run_1/clock_nets.png
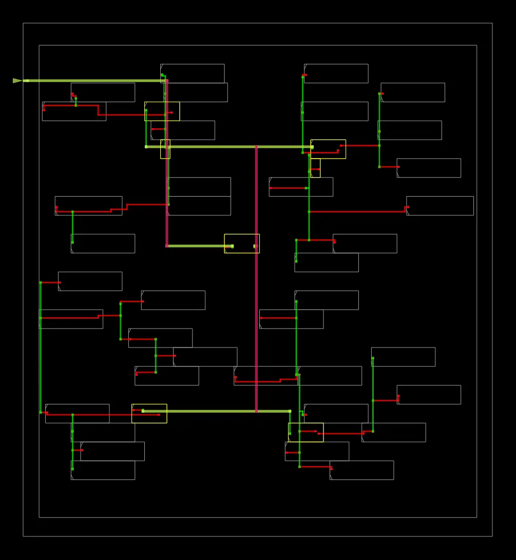
run_1/port_trees.png
Drawn at 6 px/um.
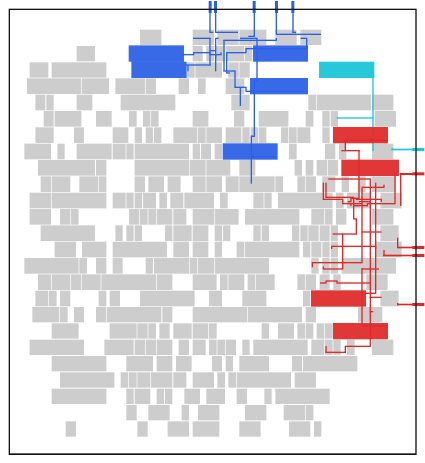
run_1/class_map.png
Drawn at 4 px/um.
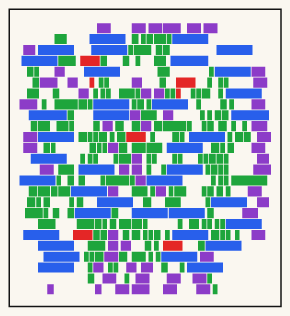
run_1/m3.png
Drawn at 4 px/um. Cells faint in the background.
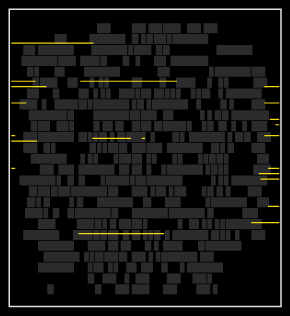
File: config.mk
export PLATFORM = sky130hd
export DESIGN_NAME = ne_decode_sequencer
export DESIGN_NICKNAME = d
export VERILOG_FILES = /design/src/rtl/ne_decoder_pkg.sv /design/src/rtl/ne_seq_counter.sv /design/src/rtl/ne_decode_sequencer.sv
export SDC_FILE = /design/constraint.sdc
export NUM_CORES = 1
export LEC_CHECK = 0
export ABC_AREA = 1
export CAP_MARGIN = 15
export CORE_ASPECT_RATIO = 1.1
export CORE_MARGIN = 2
export CORE_UTILIZATION = 45
export CTS_CLUSTER_DIAMETER = 50
export DETAILED_ROUTE_END_ITERATION = 10
export PLACE_DENSITY = 0.7
export SETUP_SLACK_MARGIN = 0.02
export SLEW_MARGIN = 20
export SYNTH_ARGS = -nofsm -noshare
export SYNTH_HDL_FRONTEND = slang
export SYNTH_SLANG_ARGS = --single-unit
export TNS_END_PERCENT = 5
File: constraint.sdc
create_clock -name clk -period 1.6 [get_ports clk]
set_input_delay 0.32 -clock clk [delete_from_list [all_inputs] [get_ports clk]]
set_output_delay 0.32 -clock clk [all_outputs]
set_load 0.005 [all_outputs]
File: src/rtl/ne_decoder_pkg.sv
// Shared state encoding and default sizing for the decode sequencer.
package ne_decoder_pkg;
    localparam int DEF_NB             = 16;
    localparam int DEF_ADDRESSWIDTH   = 5;
    localparam int DEF_ROWDEPTH       = 20;
    localparam int DEF_LAYERS         = 2;
    localparam int DEF_LAYERBITS      = 1;
    localparam int DEF_MAXITRS        = 2;
    localparam int DEF_ITRWIDTH       = 4;
    localparam int DEF_PIPESTAGES     = 15;
    localparam int DEF_PIPECOUNTWIDTH = 4;
    localparam int DEF_UNLOADCOUNT    = 17;

    typedef enum logic [2:0] {
        S_IDLE, S_LOAD, S_DECODE, S_DRAIN, S_CHECK, S_UNLOAD
    } seq_state_t;
endpackage

File: src/rtl/ne_seq_counter.sv
// Loadable up-counter that wraps to zero after LAST and flags the terminal count.
module ne_seq_counter #(
    parameter int WIDTH = 5,
    parameter int LAST  = 15
) (
    input  logic             clk,
    input  logic             rst,
    input  logic             load,
    input  logic [WIDTH-1:0] load_val,
    input  logic             en,
    output logic [WIDTH-1:0] count,
    output logic             tc
);
    assign tc = (count == WIDTH'(LAST));

    always_ff @(posedge clk or negedge rst) begin
        if (!rst)
            count <= '0;
        else if (load)
            count <= load_val;
        else if (en)
            count <= tc ? '0 : count + 1'b1;
    end
endmodule

File: src/rtl/ne_decode_sequencer.sv
// Frame sequencer for a layered decoder: load, per-layer row sweep + drain, check, unload.
module ne_decode_sequencer
    import ne_decoder_pkg::*;
#(
    parameter int NB             = DEF_NB,
    parameter int ADDRESSWIDTH   = DEF_ADDRESSWIDTH,
    parameter int ROWDEPTH       = DEF_ROWDEPTH,
    parameter int LAYERS         = DEF_LAYERS,
    parameter int LAYERBITS      = DEF_LAYERBITS,
    parameter int MAXITRS        = DEF_MAXITRS,
    parameter int ITRWIDTH       = DEF_ITRWIDTH,
    parameter int PIPESTAGES     = DEF_PIPESTAGES,
    parameter int PIPECOUNTWIDTH = DEF_PIPECOUNTWIDTH,
    parameter int UNLOADCOUNT    = DEF_UNLOADCOUNT
) (
    input  logic                    clk,
    input  logic                    rst,
    input  logic                    code_start,
    input  logic [ITRWIDTH-1:0]     iter_limit,
    input  logic                    syndrome_ok,
    input  logic                    unload_ready,
    output logic                    load_en,
    output logic [ADDRESSWIDTH-1:0] load_addr,
    output logic                    row_en,
    output logic [ADDRESSWIDTH-1:0] row_addr,
    output logic [LAYERBITS-1:0]    layer,
    output logic [ITRWIDTH-1:0]     itr_count,
    output logic                    decoder_ready,
    output logic                    unload_en,
    output logic [ADDRESSWIDTH-1:0] unload_addr,
    output logic                    busy,
    output logic                    early_term,
    output logic                    start_overflow
);
    seq_state_t                state;
    logic                      pending;
    logic [ITRWIDTH-1:0]       limit, lim_eff, itr_next;
    logic                      load_tc, row_tc, drain_tc, unload_tc;
    logic [PIPECOUNTWIDTH-1:0] drain_cnt;
    logic                      in_idle;
    logic                      drain_unused;

    assign in_idle      = (state == S_IDLE);
    assign unload_en    = (state == S_UNLOAD) && unload_ready;
    assign itr_next     = itr_count + 1'b1;
    // only the drain terminal flag steers the FSM
    assign drain_unused = ^drain_cnt;

    always_comb begin
        lim_eff = iter_limit;
        if (iter_limit == '0 || int'(iter_limit) > MAXITRS)
            lim_eff = ITRWIDTH'(MAXITRS);
    end

    ne_seq_counter #(.WIDTH(ADDRESSWIDTH), .LAST(NB-1)) u_load_cnt (
        .clk(clk), .rst(rst), .load(in_idle), .load_val('0),
        .en(state == S_LOAD), .count(load_addr), .tc(load_tc));

    ne_seq_counter #(.WIDTH(ADDRESSWIDTH), .LAST(ROWDEPTH-1)) u_row_cnt (
        .clk(clk), .rst(rst), .load(in_idle), .load_val('0),
        .en(state == S_DECODE), .count(row_addr), .tc(row_tc));

    ne_seq_counter #(.WIDTH(PIPECOUNTWIDTH), .LAST(PIPESTAGES-1)) u_drain_cnt (
        .clk(clk), .rst(rst), .load(in_idle), .load_val('0),
        .en(state == S_DRAIN), .count(drain_cnt), .tc(drain_tc));

    ne_seq_counter #(.WIDTH(ADDRESSWIDTH), .LAST(UNLOADCOUNT-1)) u_unload_cnt (
        .clk(clk), .rst(rst), .load(in_idle), .load_val('0),
        .en(unload_en), .count(unload_addr), .tc(unload_tc));

    always_ff @(posedge clk or negedge rst) begin
        if (!rst) begin
            state          <= S_IDLE;
            pending        <= 1'b0;
            limit          <= '0;
            load_en        <= 1'b0;
            row_en         <= 1'b0;
            layer          <= '0;
            itr_count      <= '0;
            decoder_ready  <= 1'b0;
            busy           <= 1'b0;
            early_term     <= 1'b0;
            start_overflow <= 1'b0;
        end else begin
            decoder_ready <= 1'b0;
            // one start can queue behind the running frame; further ones are lost
            if (code_start && !in_idle) begin
                if (pending) start_overflow <= 1'b1;
                else         pending        <= 1'b1;
            end
            case (state)
                S_IDLE: if (code_start || pending) begin
                    state     <= S_LOAD;
                    pending   <= 1'b0;
                    limit     <= lim_eff;
                    itr_count <= '0;
                    load_en   <= 1'b1;
                    busy      <= 1'b1;
                end
                S_LOAD: if (load_tc) begin
                    state   <= S_DECODE;
                    load_en <= 1'b0;
                    row_en  <= 1'b1;
                    layer   <= '0;
                end
                S_DECODE: if (row_tc) begin
                    state  <= S_DRAIN;
                    row_en <= 1'b0;
                end
                S_DRAIN: if (drain_tc) begin
                    if (int'(layer) < LAYERS - 1) begin
                        state  <= S_DECODE;
                        layer  <= layer + 1'b1;
                        row_en <= 1'b1;
                    end else begin
                        state <= S_CHECK;
                    end
                end
                S_CHECK: begin
                    itr_count  <= itr_next;
                    early_term <= syndrome_ok;
                    layer      <= '0;
                    if (syndrome_ok || itr_next == limit) begin
                        state         <= S_UNLOAD;
                        decoder_ready <= 1'b1;
                    end else begin
                        state  <= S_DECODE;
                        row_en <= 1'b1;
                    end
                end
                S_UNLOAD: if (unload_en && unload_tc) begin
                    state <= S_IDLE;
                    busy  <= 1'b0;
                end
                default: state <= S_IDLE;
            endcase
        end
    end
endmodule

==> Slide: Implementation Results, run 1 <==
Run Summary

Status
  – Status: finished, final reports clean

Worst setup path
  – Max stage delay on crit path: 0.52 ns
  – WP data required: 1.28 ns
  – RR Endpoint: limit[1]$_DFFE_PN0P_
  – Reg-to-reg slack, setup: 0.07 ns
  – Critical Path Start Type: flip-flop

Final layout
  – Layout Area Growth over Synthesis: 35.7%
  – Top Layout Cells: nand2_1, dfrtp_1, inv_1
  – Final-stage net count: 316
  – Final Non-Filler Cells: 354
  – Commonest Layout Cell: nand2_1

Power and ir drop
  – VDD IR-drop max: 0.640 mV
  – Pleak: 1.36 nW

Global route
  – Overall global routing resource usage: 0.195
  – Initial antenna violation count: 0
  – Vias in the first global route: 1656

Synth
  – Count of different cell masters after synthesis: 27
  – Synthesized area: 2000 um^2
  – Post-synth net total: 250
  – Synthesized area per cell: 8.54 um^2

Floorplanning
  – Core Region: 4290 um^2
  – Chip Height: 73.9 um
  – Row Count: 25
  – Die area: 4990 um^2

Place
  – Dpl cells: 342
  – Post-DP HPWL: 3.26 mm

Clocking
  – CTS Buf Count: 5
  – CTS tree: built
  – Root buffer cell: clkbuf_8
  – Clk slew on worst S/H paths: 0.06 ns

STA
  – Final Hold Fails: 0
  – Unrepaired setup endpoints after global routing: yes
  – Final min period: 1.54 ns

Route
  – DR WL/cell: 11.9 um
  – ANT nets after route: 0
  – Final wirelength: 4.21 mm

Job
  – Max_cap viols: 0
About clock_nets.png:
clk ins delay skew pair: 0.29 ns
clock sink total: 38
clkbuf count: 7
Seq cells: 38

About port_trees.png:
Blue marks load_addr, bits 5, direction output, end cells 5, buffers 5, wire 145 um. Red marks itr_count, bits 4, direction output, end cells 4, buffers 6, wire 226 um. Cyan marks early_term, bits 1, direction output, end cells 1, buffers 1, wire 22.2 um.

About class_map.png:
Purple marks remaining buffers and delay cells, cells 59. Red marks clock drivers and dummy loads, cells 7. Green marks remaining logic cells, cells 196. Blue marks registers, cells 38.

About m3.png:
The wires run mostly horizontal. 18 nets have wire on it. The longest straight run is 23.9 um. The layer carries 134 um of wire.

==> run 1: worst max-delay path by stage <==
stage / start / to / slack (ns) / depth (start not counted)
after floorplan: u_row_cnt.count[0]$_DFFE_PN0P_ / row_en$_DFFE_PN0P_ / 0.15 / 10
after global placement: unload_ready / unload_en / -0.14 / 4
after detailed placement: unload_ready / unload_en / -0.16 / 4
after CTS: state[1]$_DFFE_PN0P_ / unload_en / -0.01 / 6
after global routing: state[2]$_DFFE_PN0P_ / state[0]$_DFFE_PN0P_ / -0.05 / 10
final: u_row_cnt.count[4]$_DFFE_PN0P_ / row_addr[4] / 0.06 / 1
==> run 1: cells in the mapped netlist (all sizes together) <==
| master | n |
|---|---|
| nand3 | 23 |
| xor2 | 5 |
| a31o | 1 |
| a22o | 2 |
| o21a | 1 |
| nand4 | 4 |
| o31ai | 1 |
| nand2 | 56 |
| o2111ai | 1 |
| nor3 | 2 |
| o21ai | 23 |
| o22ai | 3 |
| dfrtp | 38 |
| ha | 7 |
| a21oi | 4 |
| inv | 39 |
| nor2 | 21 |
| xnor2 | 3 |
==> run 1: cell type report <==
class | instances | area [um^2] | share of cell area
Clock buffer | 7 | 76.3 | 0.0281
Multi-Input combinational cell | 157 | 927 | 0.342
Inverter | 39 | 151 | 0.0558
Tap cell | 54 | 67.6 | 0.0249
Timing Repair Buffer | 59 | 536 | 0.197
Sequential cell | 38 | 955 | 0.352
==> run 1: timing repair <==
item / CTS / global route
gates resized: 10 / 12
setup buffers: 1 / 4
pin swaps: 1 / 4
endpoints found under the setup margin: 7 / 25
hold buffers: 0 / 0
==> run 1: logic make-up after synthesis <==
group | share of synthesized area
and+or+nand+nor | 0.255
buffers and inverters | 0.0757
adders and majority gates | 0.0438
xor gates and xnor gates | 0.0350
DFF | 0.476
AOI/OAI and AO/OA | 0.115
==> run 1: power breakdown <==
group / switching [W] / internal (W) / leakage [nW]
logic: 0.0000335 / 0.0000317 / 0.873
registers: 0.00000408 / 0.000967 / 0.450
clock network: 0.000304 / 0.000300 / 0.0383
==> run 1: through the flow <==
step	power, W	instance area [um^2]	setup TNS [ns]	utilization	setup slack [ns]
final	0.00164	2710	0	0.633	0.0646
after global routing	0.00172	2710	-0.255	0.633	-0.0509
after CTS	0.00166	2640	-0.0107	0.617	-0.0107
after detailed placement	0.00106	2550	-0.158	0.596	-0.158
after global placement	0.00105	2550	-0.139	0.596	-0.139
after floorplan	0.00100	2000	0	-	0.154
==> run 1: per-layer routing <==
| metal | global-route usage | part of all wire | wire length, um |
|---|---|---|---|
| met4 | 0.0612 | 0.015 | 61 |
| met5 | 0 | 0 | 0 |
| met3 | 0.0505 | 0.032 | 134 |
| met2 | 0.327 | 0.50 | 2100 |
| met1 | 0.244 | 0.45 | 1910 |
==> run 1: sequential cells by signal (all words and copies together), names as in the netlist, 3 cells and up <==
name                cells
limit                   4
u_load_cnt.count        5
state                   3
u_row_cnt.count         5
itr_count               4
u_drain_cnt.count       4
u_unload_cnt.count      5
run_1/clock_wires.png
Drawn at 6 px/um.
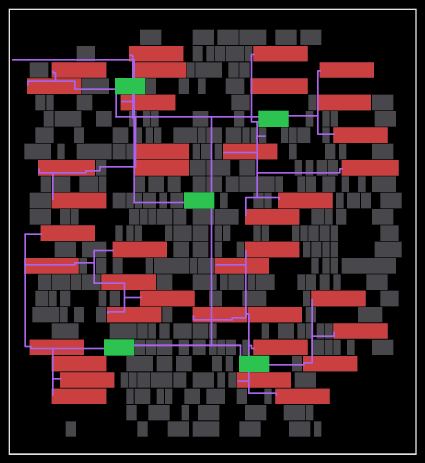

==> run 2, diff against run 1 <==
--- a/config.mk
+++ b/config.mk
@@ -7,12 +7,11 @@
 export LEC_CHECK = 0
 export ABC_AREA = 1
 export CAP_MARGIN = 15
-export CORE_ASPECT_RATIO = 1.1
-export CORE_MARGIN = 2
+export CORE_ASPECT_RATIO = 0.5
 export CORE_UTILIZATION = 45
 export CTS_CLUSTER_DIAMETER = 50
 export DETAILED_ROUTE_END_ITERATION = 10
-export PLACE_DENSITY = 0.7
+export PLACE_DENSITY_LB_ADDON = 0.25
 export SETUP_SLACK_MARGIN = 0.02
 export SLEW_MARGIN = 20
 export SYNTH_ARGS = -nofsm -noshare
run_2/clock_wires.png
Drawn at 6 px/um.
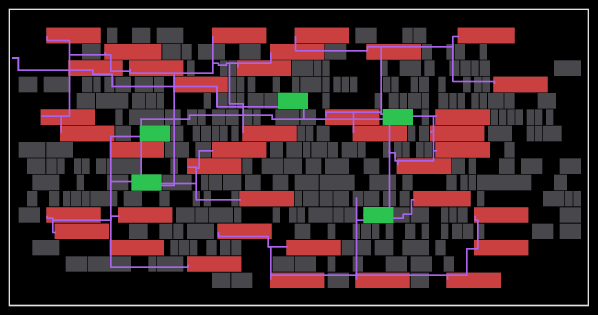
Purple marks clock wires, length 525 um. Green marks clock-net drivers, count 5. Red marks flip-flops, count 38.
Position of the flops: spread over the die.

==> Slide: Implementation Results, run 2 <==
Run Summary

Status
  – Status: finished, final reports clean (unchanged)

Route
  – Final wirelength: 4.54 mm (was 4.21 mm)

STA
  – Final Hold Fails: 0 (unchanged)
  – TNS Setup: 0 ns (unchanged)
  – Final min period: 1.52 ns (was 1.54 ns)

Worst setup path
  – Max stage delay on crit path: 0.52 ns (about the same)
  – Critical Path Start Type: flip-flop (unchanged)

Place
  – Cell Area, Placed: 2570 um^2 (was 2550 um^2)

Final layout
  – Layout Utilization: 0.667 (was 0.633)
  – Multi-input logic area: 927 um^2 (unchanged)
  – Reg area: 955 um^2 (unchanged)
  – Layout Area Growth over Synthesis: 36.2% (was 35.7%)
  – Commonest Layout Cell: nand2_1 (unchanged)

Global route
  – Initial antenna violation count: 0 (unchanged)
  – Overall global routing resource usage: 0.219 (was 0.195)

Floorplanning
  – Chip Height: 49.1 um (was 73.9 um)

Synth
  – Post-synth net total: 250 (unchanged)
  – Synthesized area: 2000 um^2 (unchanged)
  – Count of different cell masters after synthesis: 27 (unchanged)
  – Synthesized area per cell: 8.54 um^2 (unchanged)
  – Most frequent cell after synthesis: nand2_1 (unchanged)

Clocking
  – Clk ins delay skew pair: 0.29 ns (about the same)
  – CTS tree: built (unchanged)
  – CTS Buf Count: 5 (unchanged)
  – Clk slew on worst S/H paths: 0.07 ns (was 0.06 ns)

Power and ir drop
  – Pleak: 1.41 nW (was 1.36 nW)
run_2/m3.png
Drawn at 4 px/um. Cells faint in the background.
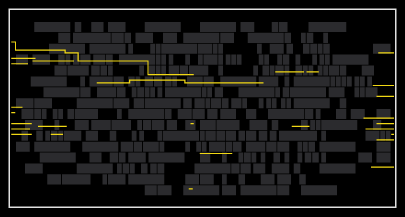
The layer holds 4.6% of the routed length. 26 nets have wire on it. The layer carries 207 um of wire. The wires run mostly horizontal.

-- run 2: cell counts after synthesis --
Identical to the previous run, type by type.
-- run 2: cell type report --
type	count	area share
sequential	38	0.350
multi-input combinational	157	0.340
timing repair buffer	56	0.195
clock buffer	7	0.0317
clock inverter	1	0.00184
tap	54	0.0248
inverter	39	0.0556
-- run 2: kinds of logic after synthesis --
logic type	Yosys count	share of synthesized area
compound gates	36	0.115
xor+xnor	8	0.0350
fa+ha+maj	7	0.0438
buf+inv	39	0.0757
flops	38	0.476
simple gates	106	0.255
-- run 2: metal layers --
layer	vias up	wire length, um	track usage
li1	888	-	-
met1	823	2240	0.300
met2	37	2080	0.337
met3	2	206	0.0685
met4	0	16	0.0572
met5	-	0	0
-- run 2: worst paths after layout --
kind                                                 start                                 to  slack (ns)
min in group clk                        row_en$_DFFE_PN0P_                 row_en$_DFFE_PN0P_        0.48
max in group asynchronous                              rst  u_unload_cnt.count[3]$_DFFE_PN0P_        0.99
hold reg to reg                         row_en$_DFFE_PN0P_                 row_en$_DFFE_PN0P_        0.48
hold / removal                                         rst   u_drain_cnt.count[2]$_DFFE_PN0P_        0.39
setup reg to reg            u_row_cnt.count[1]$_DFFE_PN0P_                 row_en$_DFFE_PN0P_        0.10
setup / recovery           u_load_cnt.count[1]$_DFFE_PN0P_                       load_addr[1]        0.08
-- run 2: repair_timing --
| item | CTS | global route |
|---|---|---|
| hold endpoints to repair | 0 | 0 |
| buffers inserted | 1 | 1 |
| hold buffers | 0 | 0 |
| setup endpoints to repair | 8 | 18 |
| pin swaps | 1 | 4 |
| gates cloned | 0 | 0 |
| resized | 13 | 16 |
-- run 2: report_power, final --
part           switching, W   total, W  internal [W]
Sequential       0.00000431   0.000970      0.000966
Combinational     0.0000337  0.0000683     0.0000345
Clock              0.000348   0.000696      0.000348
-- run 2: through the flow --
stage | setup slack, ns | power [W] | hold slack, ns | std cells
finish | 0.0750 | 0.00173 | 0.394 | 352
global route | -0.0318 | 0.00181 | 0.425 | 352
CTS | 0.00126 | 0.00175 | 0.404 | 351
detailed placement | -0.204 | 0.00106 | 0.466 | 342
global placement | -0.158 | 0.00106 | 0.451 | 342
floorplan | 0.154 | 0.00100 | 0.0244 | 234
Power is estimated from default activity; no workload was simulated.
